Figure 1. Wiring by layer (run 1).
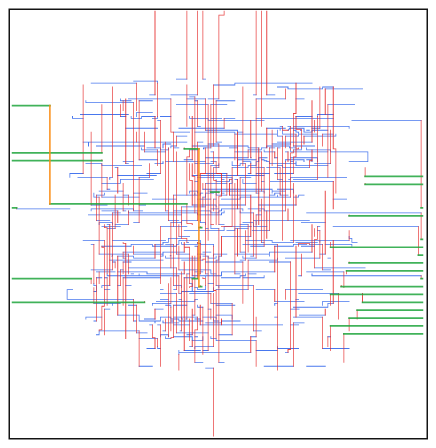
Figure 2. The metal 3 layer (run 1).
Scale bar: 20 um.
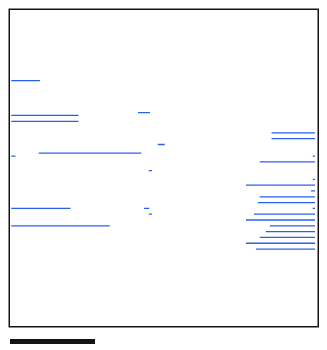
Figure 3. Routed clock nets over the placement (run 1).
Scale bar: 20 um.
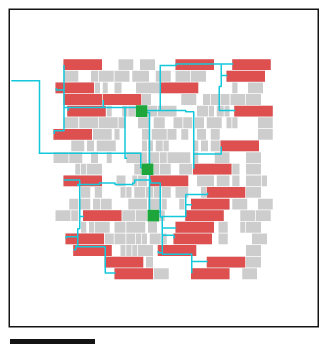
Figure 4. Layout detail (run 1).
Window x 16 to 56, y 2 to 42 um. Cells in grey, sequential cells in the stronger grey; small squares are vias.
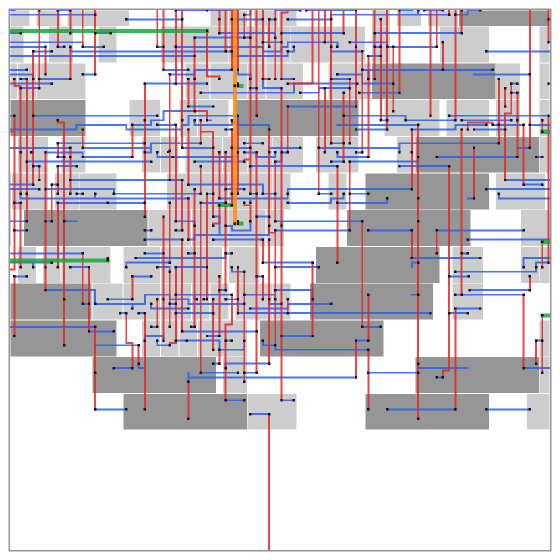
`config.mk`:
```
export PLATFORM = sky130hd
export DESIGN_NAME = mbist_seq_fsm
export DESIGN_NICKNAME = d
export VERILOG_FILES = /design/src/rtl/mbist_seq_fsm.sv
export SDC_FILE = /design/constraint.sdc
export NUM_CORES = 1
export LEC_CHECK = 0
export CAP_MARGIN = 5
export CORE_AREA = 10 10 62 64
export CTS_BUF_LIST = sky130_fd_sc_hd__clkbuf_4 sky130_fd_sc_hd__clkbuf_8
export DETAILED_ROUTE_END_ITERATION = 10
export DIE_AREA = 0 0 72 74
export GPL_ROUTABILITY_DRIVEN = 0
export PLACE_DENSITY_LB_ADDON = 0.3
export RECOVER_POWER = 100
export SLEW_MARGIN = 20
export SYNTH_ARGS = -nofsm -noshare
export SYNTH_HDL_FRONTEND = slang
export SYNTH_SLANG_ARGS = --single-unit
```
`constraint.sdc`:
```
create_clock -name clk -period 3.8 [get_ports clk]
set_input_delay 0.57 -clock clk [delete_from_list [all_inputs] [get_ports clk]]
set_output_delay 0.57 -clock clk [all_outputs]
set_load 0.01 [all_outputs]
```
`src/rtl/mbist_seq_fsm.sv`:
```
// mbist_seq_fsm
// MBIST main-control sequencer. Steps the operation/address/stimulus/pattern
// generators through command, read-latency wait, compare and advance phases.
// Memories are tested back-to-back. It logs mismatches into a saturating
// counter and into sticky per-memory fail flags.
//
// Parameters:
//   NUM_MEM  number of memories tested serially (1..16)
//   RD_LAT   memory read latency in cycles (1..7)
//   ERR_W    error counter width
//
// Ports:
//   clk, rst_n            clock, asynchronous active-low reset
//   bist_run              level: high runs the test, low aborts to idle
//   stop_on_err           1 = finish on first mismatch, 0 = log and continue
//   bist_error            compare mismatch (looked at only in the compare cycle)
//   op_reverse, last_*    generator status (looked at only in the compare cycle)
//   cmd_phase, cmp_phase  memory command / compare cycle markers
//   run_op/addr/sti/pat   generator advance pulses
//   mem_next              restart generators for the next memory
//   mem_sel               index of the memory under test
//   bist_done             test finished (held while bist_run stays high)
//   err_cnt               saturating mismatch count
//   mem_fail              sticky per-memory fail flags
module mbist_seq_fsm #(
  parameter int NUM_MEM = 4,
  parameter int RD_LAT  = 1,
  parameter int ERR_W   = 8,
  localparam int MEM_W  = (NUM_MEM > 1) ? $clog2(NUM_MEM) : 1
) (
  input  logic               clk,
  input  logic               rst_n,
  input  logic               bist_run,
  input  logic               stop_on_err,
  input  logic               bist_error,
  input  logic               op_reverse,
  input  logic               last_op,
  input  logic               last_addr,
  input  logic               last_sti,
  input  logic               last_pat,
  output logic               cmd_phase,
  output logic               cmp_phase,
  output logic               run_op,
  output logic               run_addr,
  output logic               run_sti,
  output logic               run_pat,
  output logic               mem_next,
  output logic [MEM_W-1:0]   mem_sel,
  output logic               bist_done,
  output logic [ERR_W-1:0]   err_cnt,
  output logic [NUM_MEM-1:0] mem_fail
);

  typedef enum logic [2:0] {
    S_IDLE,
    S_CMD,
    S_WAIT,
    S_CMP,
    S_ADV,
    S_NEXT,
    S_EXIT
  } state_t;

  state_t             state_q, state_d;
  logic [2:0]         wait_q, wait_d;
  logic [MEM_W-1:0]   mem_sel_q, mem_sel_d;
  logic [ERR_W-1:0]   err_cnt_q, err_cnt_d;
  logic [NUM_MEM-1:0] mem_fail_q, mem_fail_d;
  logic               cmd_phase_q, cmd_phase_d;
  logic               cmp_phase_q, cmp_phase_d;
  logic               run_op_q, run_op_d;
  logic               run_addr_q, run_addr_d;
  logic               run_sti_q, run_sti_d;
  logic               run_pat_q, run_pat_d;
  logic               mem_next_q, mem_next_d;
  logic               bist_done_q, bist_done_d;
  logic               all_last;

  function automatic logic [ERR_W-1:0] sat_inc(input logic [ERR_W-1:0] v);
    return (&v) ? v : v + ERR_W'(1);
  endfunction

  assign all_last = last_op & last_addr & last_sti & last_pat;

  always_comb begin
    state_d    = state_q;
    wait_d     = wait_q;
    mem_sel_d  = mem_sel_q;
    err_cnt_d  = err_cnt_q;
    mem_fail_d = mem_fail_q;
    run_op_d   = 1'b0;
    run_addr_d = 1'b0;
    run_sti_d  = 1'b0;
    run_pat_d  = 1'b0;

    // Dropping bist_run overrides everything, including logging in a CMP
    // cycle; the result registers keep their values until the next start.
    if (!bist_run) begin
      state_d = S_IDLE;
      wait_d  = 3'd0;
    end else begin
      case (state_q)
        S_IDLE: begin
          state_d    = S_CMD;
          mem_sel_d  = '0;
          err_cnt_d  = '0;
          mem_fail_d = '0;
        end
        S_CMD: begin
          if (RD_LAT == 1) begin
            state_d = S_CMP;
          end else begin
            state_d = S_WAIT;
            wait_d  = 3'(RD_LAT - 1);
          end
        end
        S_WAIT: begin
          // wait_q counts the WAIT cycles still to spend, including this one.
          if (wait_q <= 3'd1) begin
            state_d = S_CMP;
            wait_d  = 3'd0;
          end else begin
            wait_d = wait_q - 3'd1;
          end
        end
        S_CMP: begin
          if (bist_error) begin
            err_cnt_d = sat_inc(err_cnt_q);
            for (int i = 0; i < NUM_MEM; i++) begin
              if (mem_sel_q == MEM_W'(i)) mem_fail_d[i] = 1'b1;
            end
          end
          if (bist_error && stop_on_err) begin
            state_d = S_EXIT;
          end else if (all_last && (mem_sel_q == MEM_W'(NUM_MEM - 1))) begin
            state_d = S_EXIT;
          end else if (all_last) begin
            state_d = S_NEXT;
          end else begin
            // Advance flags are formed from the status seen in this CMP and
            // registered so they appear during ADV.
            state_d    = S_ADV;
            run_op_d   = 1'b1;
            run_addr_d = last_op & ~(last_addr & op_reverse);
            run_sti_d  = last_addr & last_op;
            run_pat_d  = last_addr & last_op & last_sti;
          end
        end
        S_ADV: state_d = S_CMD;
        S_NEXT: begin
          state_d   = S_CMD;
          mem_sel_d = mem_sel_q + MEM_W'(1);
        end
        S_EXIT: state_d = S_EXIT;
        default: state_d = S_IDLE;
      endcase
    end

    // Phase outputs are registered decodes of the next state, so each one is
    // high exactly while the FSM sits in its state.
    cmd_phase_d = (state_d == S_CMD);
    cmp_phase_d = (state_d == S_CMP);
    mem_next_d  = (state_d == S_NEXT);
    bist_done_d = (state_d == S_EXIT);
  end

  always_ff @(posedge clk or negedge rst_n) begin
    if (!rst_n) begin
      state_q     <= S_IDLE;
      wait_q      <= 3'd0;
      mem_sel_q   <= '0;
      err_cnt_q   <= '0;
      mem_fail_q  <= '0;
      cmd_phase_q <= 1'b0;
      cmp_phase_q <= 1'b0;
      run_op_q    <= 1'b0;
      run_addr_q  <= 1'b0;
      run_sti_q   <= 1'b0;
      run_pat_q   <= 1'b0;
      mem_next_q  <= 1'b0;
      bist_done_q <= 1'b0;
    end else begin
      state_q     <= state_d;
      wait_q      <= wait_d;
      mem_sel_q   <= mem_sel_d;
      err_cnt_q   <= err_cnt_d;
      mem_fail_q  <= mem_fail_d;
      cmd_phase_q <= cmd_phase_d;
      cmp_phase_q <= cmp_phase_d;
      run_op_q    <= run_op_d;
      run_addr_q  <= run_addr_d;
      run_sti_q   <= run_sti_d;
      run_pat_q   <= run_pat_d;
      mem_next_q  <= mem_next_d;
      bist_done_q <= bist_done_d;
    end
  end

  assign cmd_phase = cmd_phase_q;
  assign cmp_phase = cmp_phase_q;
  assign run_op    = run_op_q;
  assign run_addr  = run_addr_q;
  assign run_sti   = run_sti_q;
  assign run_pat   = run_pat_q;
  assign mem_next  = mem_next_q;
  assign mem_sel   = mem_sel_q;
  assign bist_done = bist_done_q;
  assign err_cnt   = err_cnt_q;
  assign mem_fail  = mem_fail_q;

endmodule
```
==> run notes, run 1 <==
Implementation numbers.

- The class of the worst hold path reads register to register.
- The most numerous logic cell after layout is sky130_fd_sc_hd__dfrtp_1.
- The Yosys chip area is 1450 um2.
- The final core utilization is 68.1%.
- The post-synth tally of flip-flops with integrated enable is 0.
- Looking at the VDD voltage map, the peak drop is 0.000428 V.
- The tally of max-capacitance violations is 0.
- The worst setup path is of the input pin to register kind.
- The number of input and output port buffers inserted is 31.
- The switching power is 0.253 mW.
- The worst slew margin relative to its limit reads 3.66%.
- Pin placement for this block handled 32 I/O pins.
- The depth of the most critical reg-to-reg path is 4.
- The clock passes through at most 2 buffers.
- The area fraction in compound gates after synthesis reads 15.3%.
- The sequential cell fraction of total power is 50.5%.
- The uppermost signal routing layer after detailed routing reads met4.
- In this run the full chip footprint comes out at 5330 um2.
- The tool warning count for the run is 30.
- According to the CTS report, the clock sink count is 28.
- In the layout the commonest cells are sky130_fd_sc_hd__dfrtp_1 (28), sky130_fd_sc_hd__dlygate4sd3_1 (25), sky130_fd_sc_hd__nand2_1 (18), sky130_fd_sc_hd__nor2_1 (12), sky130_fd_sc_hd__a21oi_1 (8).
- The data required time at the worst endpoint reads 4020 ps.
- The leading area contributor after synthesis is sky130_fd_sc_hd__dfrtp_1.
- The most used flip-flop cell after synthesis is sky130_fd_sc_hd__dfrtp_1.
- Post-CTS repair ended up resizing 0 cells.
- The power report puts the leakage power at 0.907 nW.
- The number of antenna violations at the first check in global routing is 0.
- The sequential-to-total area share from yosys stat is 48.4%.
- The post-synthesis mux area share reads 4.15%.
- For this run, the final setup violation count is recorded as 0.
- The area of the placeable core is 2660 um2.
- The number of buffers created by CTS is 3.
- The cell-internal power is 0.509 mW.
- The number of hold violations in the final report reads 0.
- The post-CTS setup buffer count is 0.
- The post-layout instance count excluding filler cells reads 209.
- The count of different cell masters after synthesis reads 40.
- The overall power of the completed layout reads 0.762 mW.
- The final cell area excluding filler cells is 1810 um2.
- Max-slew check failures listed in the final report amount to 0.
- The transition time of the tightest slew-check pin reads 1450 ps.
- The TritonCTS clock tree is done.
- The worst setup path is captured at a register.
- The capture point of the worst path is err_cnt[0]$_DFFE_PN0P_.
- The synthesized netlist devotes 23.7% of its cell area to simple gates.
- The routed wire length on met3 reads 272 um.
- The power report shows net switching accounting for 33.2% of the total.
- The antenna cell count is 0.
- The synthesized area divided by synthesized cell count is 9.92 um2.
- The adder-cell area share of the yosys netlist is 6.05%.
- The via count of the first global-routing pass is 1251.
- Per the timing report, the most critical flop-to-flop path originates at state_q[2]$_DFF_PN0_.
- The data arrival time at the worst-slack endpoint is 2450 ps.
- The slowest stage of the critical path belongs to the cell sky130_fd_sc_hd__dlygate4sd3_1.
- The global-route track usage on met1 reads 15.3%.
- The total DRC errors in the routed layout is 0.
- Per STA, the worst path is made up of dlygate4sd3_1, and2b_1, o21a_1, and2_0, mux2_1.
- The clock network fraction of total power is 19.4%.
- The footprint of the multi-input gates reads 706 um2.
- Setup repair after global routing left no endpoint under its margin.
- The peak-usage layer in the global routing report is met2.
- By area the synthesized netlist is led by sky130_fd_sc_hd__dfrtp_1 (48%), sky130_fd_sc_hd__ha_1 (6.1%), sky130_fd_sc_hd__nand2_1 (4.7%), sky130_fd_sc_hd__nor2_1 (3.1%), sky130_fd_sc_hd__a21oi_1 (2.8%).
- Static timing analysis puts the maximum clock frequency at 449 MHz.
- The Yosys step of the flow raised 0 warnings.
- The flip-flop and latch count after synthesis reads 28.
- The first-iteration detailed-routing DRC count reads 63.
- The combinational cell fraction of total power is 30.1%.
- Per the GRT congestion report, total overflow comes to 0.
- The largest net degree at the start of global routing is 29.
- The cell at the root of the clock tree is sky130_fd_sc_hd__clkbuf_4.
- The post-synthesis instance area is 1450 um2.
- The minimum clock period after layout is 2230 ps.
- The fraction of met2 tracks used by global routing reads 22.0%.
- The effective utilization at floorplan is 54.4%.
- The vertical die dimension is 74 um.
- The routed metal-1 wire length is 1500 um.
- The tightest hold path in the finished design has a slack of 515 ps.
- The synthesized netlist net count is 163.
- The H-tree depth reported by CTS reads 1.
- The remaining antenna violation count after routing is 0.
- The synthesized instance count is 146.
- Across all register-to-register paths, the minimum setup slack is 1830 ps.
- Between the synthesized netlist and the finished layout, the area growth was recorded as 25.3%.
- In this run the worst setup path begins at bist_run.
- After the last flow step, the layout net total stands at 196.
- By count the netlist is led by sky130_fd_sc_hd__dfrtp_1 (28), sky130_fd_sc_hd__nand2_1 (18), sky130_fd_sc_hd__nor2_1 (12).
- The most common cell in the synthesized netlist is sky130_fd_sc_hd__dfrtp_1.
- OpenROAD reports that the post-layout worst path occupies 58.6% of the period.
- The layout cell share with drive strength beyond 1 is 5.06%.
- The area share of the largest cell type after synthesis is 48.4%.
- The clock slew at the register clock pins of the worst setup and hold paths is 150 ps.
- The fraction of synthesized cell area in xor and xnor cells reads 0%.
- The biggest combinational cell group after synthesis is simple AND/OR/NAND/NOR gates.
- The placement-stage cell area is 1790 um2.
- The flow ran to the end, and the final reports show no timing, DRC or antenna violations.
- The fraction of registers with async set/reset reads 100%.
About Figure 1:
met2: drawn in red, wire length 1600 um. met4: drawn in orange, wire length 40.8 um. met3: drawn in green, wire length 272 um. met1: drawn in blue, wire length 1500 um.
average wire length per cell after detail routing: 16.3 um
aggregate global-route resource usage: 13.1%
via count: 1205
detailed-route wire length: 3410 um

About Figure 2:
26 nets have wire on it. The layer carries 272 um of wire. The layer holds 8.0% of the routed length.
met3 Track Usage GR: 4.65%

About Figure 3:
clock wires: drawn in cyan, length 331 um. cells driving clock nets: drawn in green, count 3. flip-flops: drawn in red, count 28.
There are 4 routed clock nets.
setup clock skew after layout: 4.39 ps
worst skew pair latency: 330 ps

About Figure 4:
met2: drawn in red. met3: drawn in green. met4: drawn in orange. met1: drawn in blue.
83 logic cells have their middle in the window. Netlist names of flops here include state_q (3), wait_q (3), err_cnt (2). Sequential cells in the window: 16. Most frequent: dfrtp_1 (16), nand2_1 (9), nor2_1 (7).

==> run 1: state kept, by name, summed over array words and instances (netlist names), 2 cells and up <==
signal and flops:
state_q 3, wait_q 3, err_cnt 8, mem_fail 4, mem_sel 2
==> run 1: layout make-up <==
cell class / count / area share [%]
clock buffer: 4 / 2.00
tap: 31 / 2.14
sequential: 28 / 38.6
timing repair buffer: 32 / 17.3
inverter: 5 / 1.03
multi-input combinational: 109 / 38.9
==> run 1: critical path, delay by kind of cell <==
kind | cells | cell delay [ps]
and+or+nand+nor | 2 | 490
muxes | 1 | 360
buffers and inverters | 1 | 710
AOI/OAI and AO/OA | 1 | 310
==> run 1: power groups by stage <==
stage | Combinational, mW | Sequential, mW | Clock, mW
CTS | 0.254 | 0.386 | 0.150
global route | 0.259 | 0.392 | 0.160
global placement | 0.245 | 0.389 | 0
detailed placement | 0.253 | 0.392 | 0
finish | 0.229 | 0.385 | 0.148
floorplan | 0.122 | 0.393 | 0
==> run 1: worst min path at each step <==
| stage | endpoint | from | slack, ps | cells after the start |
|---|---|---|---|---|
| 2_1_floorplan | bist_done$_DFF_PN0_ | rst_n | 270 | 0 |
| 3_3_place_gp | mem_fail[3]$_DFFE_PN0P_ | mem_fail[3]$_DFFE_PN0P_ | 490 | 2 |
| 3_5_place_dp | mem_fail[1]$_DFFE_PN0P_ | mem_fail[1]$_DFFE_PN0P_ | 500 | 2 |
| 4_1_cts | mem_fail[1]$_DFFE_PN0P_ | mem_fail[1]$_DFFE_PN0P_ | 530 | 2 |
| 5_1_grt | mem_fail[3]$_DFFE_PN0P_ | mem_fail[3]$_DFFE_PN0P_ | 550 | 2 |
| 6_report | mem_fail[1]$_DFFE_PN0P_ | mem_fail[1]$_DFFE_PN0P_ | 510 | 2 |
## Run 2: what changed since run 1
--- a/config.mk
+++ b/config.mk
@@ -6,10 +6,10 @@
 export NUM_CORES = 1
 export LEC_CHECK = 0
 export CAP_MARGIN = 5
-export CORE_AREA = 10 10 62 64
+export CORE_AREA = 10 10 49 88
 export CTS_BUF_LIST = sky130_fd_sc_hd__clkbuf_4 sky130_fd_sc_hd__clkbuf_8
 export DETAILED_ROUTE_END_ITERATION = 10
-export DIE_AREA = 0 0 72 74
+export DIE_AREA = 0 0 59 98
 export GPL_ROUTABILITY_DRIVEN = 0
 export PLACE_DENSITY_LB_ADDON = 0.3
 export RECOVER_POWER = 100
==> constraint.sdc (replaced) <==
create_clock -name clk -period 2.24 [get_ports clk]
set_input_delay 0.336 -clock clk [delete_from_list [all_inputs] [get_ports clk]]
set_output_delay 0.336 -clock clk [all_outputs]
set_load 0.01 [all_outputs]
Figure 5. Register map, names as in the netlist (run 2).
Other sequential cells in the stronger grey, the rest of the logic in the fainter grey.
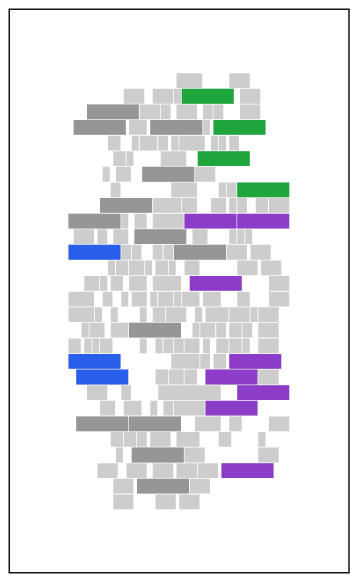
mem_fail: drawn in green, placed flops 4. wait_q: drawn in blue, placed flops 3. err_cnt: drawn in purple, placed flops 8.
Another 13 sequential cells are not coloured.
core occupancy in the finished layout: 63.7%
FF/Latch Area: 701 um2

==> run 2 against run 1 <==
  * Global-route usage is 0.29 points lower
  * The run now ends with max-capacitance violations, max-slew violations left
  * Non-clock buffer count increased by 4
  * Power up 91%
  * Sequential cell count unchanged
  * Area after synthesis is the same
  * Clock power increased to 2.7 times the previous value
  * Routed wire length rose by 6.3%
  * Count of clock-buffer cells in the layout is 1 lower
  * Largest cell class unchanged
  * First-iteration DRC count is 44% lower
==> run notes, run 2 <==
Implementation numbers.

- The flow ran to the end, but the final reports show violations.
- The final reports fail on max-capacitance violations, max-slew violations.
- The total DRC errors in the routed layout is 0 (unchanged).
- The first-iteration detailed-routing DRC count was 35 (-44%).
- The fraction of area in multi-input gates is 37.7% (-1.2 points).
- The minimum clock period after layout is 1950 ps.
- The cell at the root of the clock tree is sky130_fd_sc_hd__clkbuf_8.
- The number of hold violations in the final report is 0 (unchanged).
- The number of signal-net buffers in the layout reads 36 (+13%).
- Setup repair after global routing left no endpoint under its margin.
- The boundary pin count came to 32 (unchanged).
- The total number of multi-input combinational cells is 109 (unchanged).
- The power attributed to combinational cells reads 0.424 mW (+85%).
- The sequential-to-total area share from yosys stat is 48.4% (unchanged).
- The startpoint of the worst-slack reg-to-reg timing path reads state_q[0]$_DFF_PN0_.
- The highest achievable clock rate reads 512 MHz.
- The combinational cell fraction of total power is 29.1% (-1.0 points).
- The number of resized instances in the post-cts repair step is 0 (unchanged).
- The fraction of registers with async set/reset came to 100% (unchanged).
- sky130_fd_sc_hd__dfrtp_1 takes more of the synthesized area than any other cell.
- The kind of critical path is register to register.
- The final hold slack was 497 ps (-17.6 ps).
- The setup-violating endpoint count in the final report reads 0 (unchanged).
- The reported clock group power was 0.396 mW (+170%).
- The post-synthesis instance area is 1450 um2 (unchanged).
- The largest net degree at the start of global routing reads 29 (unchanged).
- The synthesized area divided by synthesized cell count reads 9.92 um2 (unchanged).
- The area of the placeable core reads 2940 um2 (+11%).
- The worst hold path begins at mem_fail[2]$_DFFE_PN0P_.
- The effective utilization at floorplan came to 49.2% (-5.2 points).
- The H-tree depth reported by CTS reads 1 (unchanged).
- The startpoint of the worst setup timing path is state_q[0]$_DFF_PN0_.
- The HPWL reported at the end of detailed placement reads 2780 um.
- The number of flip-flops and latches is 28 (unchanged).
- The non-clock buffer share of cell area came to 18.2% (+0.85 points).
- The count of warning messages emitted by the tools reads 30 (unchanged).
- The area share of the largest cell type after synthesis is 48.4% (unchanged).
- The leakage dissipation reads 0.940 nW (+3.6%).
- The clock slew at the register clock pins of the worst setup and hold paths reads 100 ps (-50 ps).
- The highest ir drop seen on vdd came to 0.000542 V (+27%).
- The final-stage net count came to 200 (+2.0%).
- The synthesized instance count was 146 (unchanged).
- The worst slew margin relative to its limit is -1.45% (-5.1 points).
- The transition time of the tightest slew-check pin is 1520 ps (+76.7 ps).
- The clock net sink count is 28 (unchanged).
- The vertical die dimension reads 98 um (+32%).
- The average wire per cell in the routed design is 17.1 um (+4.8%).
- The number of logic inverters in the finished layout is 5 (unchanged).
- By area the synthesized netlist is led by sky130_fd_sc_hd__dfrtp_1 (48%), sky130_fd_sc_hd__ha_1 (6.1%), sky130_fd_sc_hd__nand2_1 (4.7%), sky130_fd_sc_hd__nor2_1 (3.1%), sky130_fd_sc_hd__a21oi_1 (2.8%).
- The total count of max-transition violations in the final report was 29 (+29).
- The routed wire length on met3 reads 195 um (-28%).
- The most numerous logic cell after layout reads sky130_fd_sc_hd__dfrtp_1.
- The cell-internal power is 1.02 mW (+100%).
- The post-synth tally of flip-flops with integrated enable came to 0 (unchanged).
- The net switching share of the total power came to 30.1% (-3.1 points).
- The total congestion overflow after global routing reads 0 (unchanged).
- The layout cell share with drive strength beyond 1 came to 6.59% (+1.5 points).
- The yosys warning tally is 0 (unchanged).
- The global router's overall resource usage reads 12.9% (-0.29 points).
- The clock network fraction of total power came to 27.2% (+7.8 points).
- The worst path uses 87.1% of the clock period.
- The via count of the first global-routing pass is 1327 (+6.1%).
- The switching power came to 0.438 mW (+73%).
- The antenna cell count is 0 (unchanged).
- The insertion delay of the later-clocked pin in the worst-skew pair is 270 ps (-60 ps).
- The sequential cell fraction of total power reads 43.7% (-6.8 points).
- The tally of max-capacitance violations is 1 (+1).
- The number of input and output port buffers inserted came to 31 (unchanged).
- The data arrival time at the worst-slack endpoint is 2110 ps (-340 ps).
- The post-CTS setup buffer count was 0 (unchanged).
- The maximum clock path buffer count reads 2 (unchanged).
- The setup clock skew after layout came to 2.42 ps (-1.97 ps).
- The number of antenna violations at the first check in global routing reads 0 (unchanged).
- The total of clock buffers placed in the layout was 3 (-1).
- The flip-flop count of the largest register after layout reads 8 (unchanged).
- The data required time at the worst endpoint reads 2400 ps (-1620 ps).
- The flip-flop and latch count after synthesis is 28 (unchanged).
- The number of buffers created by CTS reads 3 (unchanged).
- The uppermost signal routing layer after detailed routing reads met4.
- The synthesized netlist net count was 163 (unchanged).
- The most used standard cell by instance count after synthesis is sky130_fd_sc_hd__dfrtp_1.
- The routed metal-1 wire length is 1290 um (-14%).
Figure 6. The metal 3 layer (run 2).
Scale bar: 20 um.
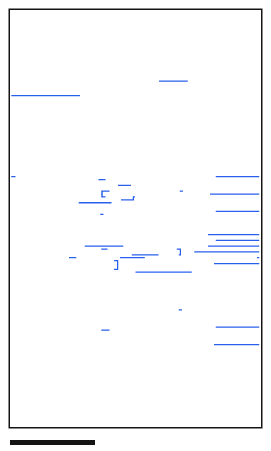
The wires run mostly horizontal. The layer carries 196 um of wire.
met3 Track Usage GR: 2.33%
detailed-route wire length: 3630 um
via count: 1267

==> run 2: cell families after synthesis <==
| kind of cell | share of synthesized area [%] |
|---|---|
| AOI/OAI and AO/OA | 15.3 |
| adders and majority gates | 6.05 |
| buffers and inverters | 2.42 |
| DFF | 48.4 |
| muxes | 4.15 |
| and+or+nand+nor | 23.7 |
==> run 2: stage by stage <==
stage | worst slack, ps | std cells | total power [mW] | cell area [um2]
6_report | 288 | 212 | 1.46 | 1870
5_1_grt | 174 | 212 | 1.55 | 1870
4_1_cts | 417 | 212 | 1.51 | 1890
3_5_place_dp | 282 | 208 | 1.11 | 1820
3_3_place_gp | 350 | 208 | 1.09 | 1820
2_1_floorplan | 651 | 146 | 0.874 | 1450
==> run 2: worst max-delay path, stage by stage, from the launching register on <==
cell and delay (ps):
sky130_fd_sc_hd__dfrtp_1 370, sky130_fd_sc_hd__clkbuf_1 460, sky130_fd_sc_hd__and3_1 310, sky130_fd_sc_hd__o21a_1 150, sky130_fd_sc_hd__and2_0 190, sky130_fd_sc_hd__mux2_1 350
==> run 2: per-layer routing <==
metal / vias to the layer above / track usage, %
li1: 592 / -
met1: 620 / 13.4
met2: 47 / 23.0
met3: 8 / 2.33
met4: 0 / 6.22
met5: - / 0
==> run 2: final timing paths <==
check,cells after the start,end,slack [ps]
max,5,err_cnt[1]$_DFFE_PN0P_,290
min,2,mem_fail[2]$_DFFE_PN0P_,500
max reg2reg,5,err_cnt[1]$_DFFE_PN0P_,290
min reg2reg,2,mem_fail[2]$_DFFE_PN0P_,500
max in group asynchronous,2,mem_sel[1]$_DFFE_PN0P_,470
min in group asynchronous,2,err_cnt[2]$_DFFE_PN0P_,890
Power figures rest on the tool's default switching activity, not on a simulated workload.
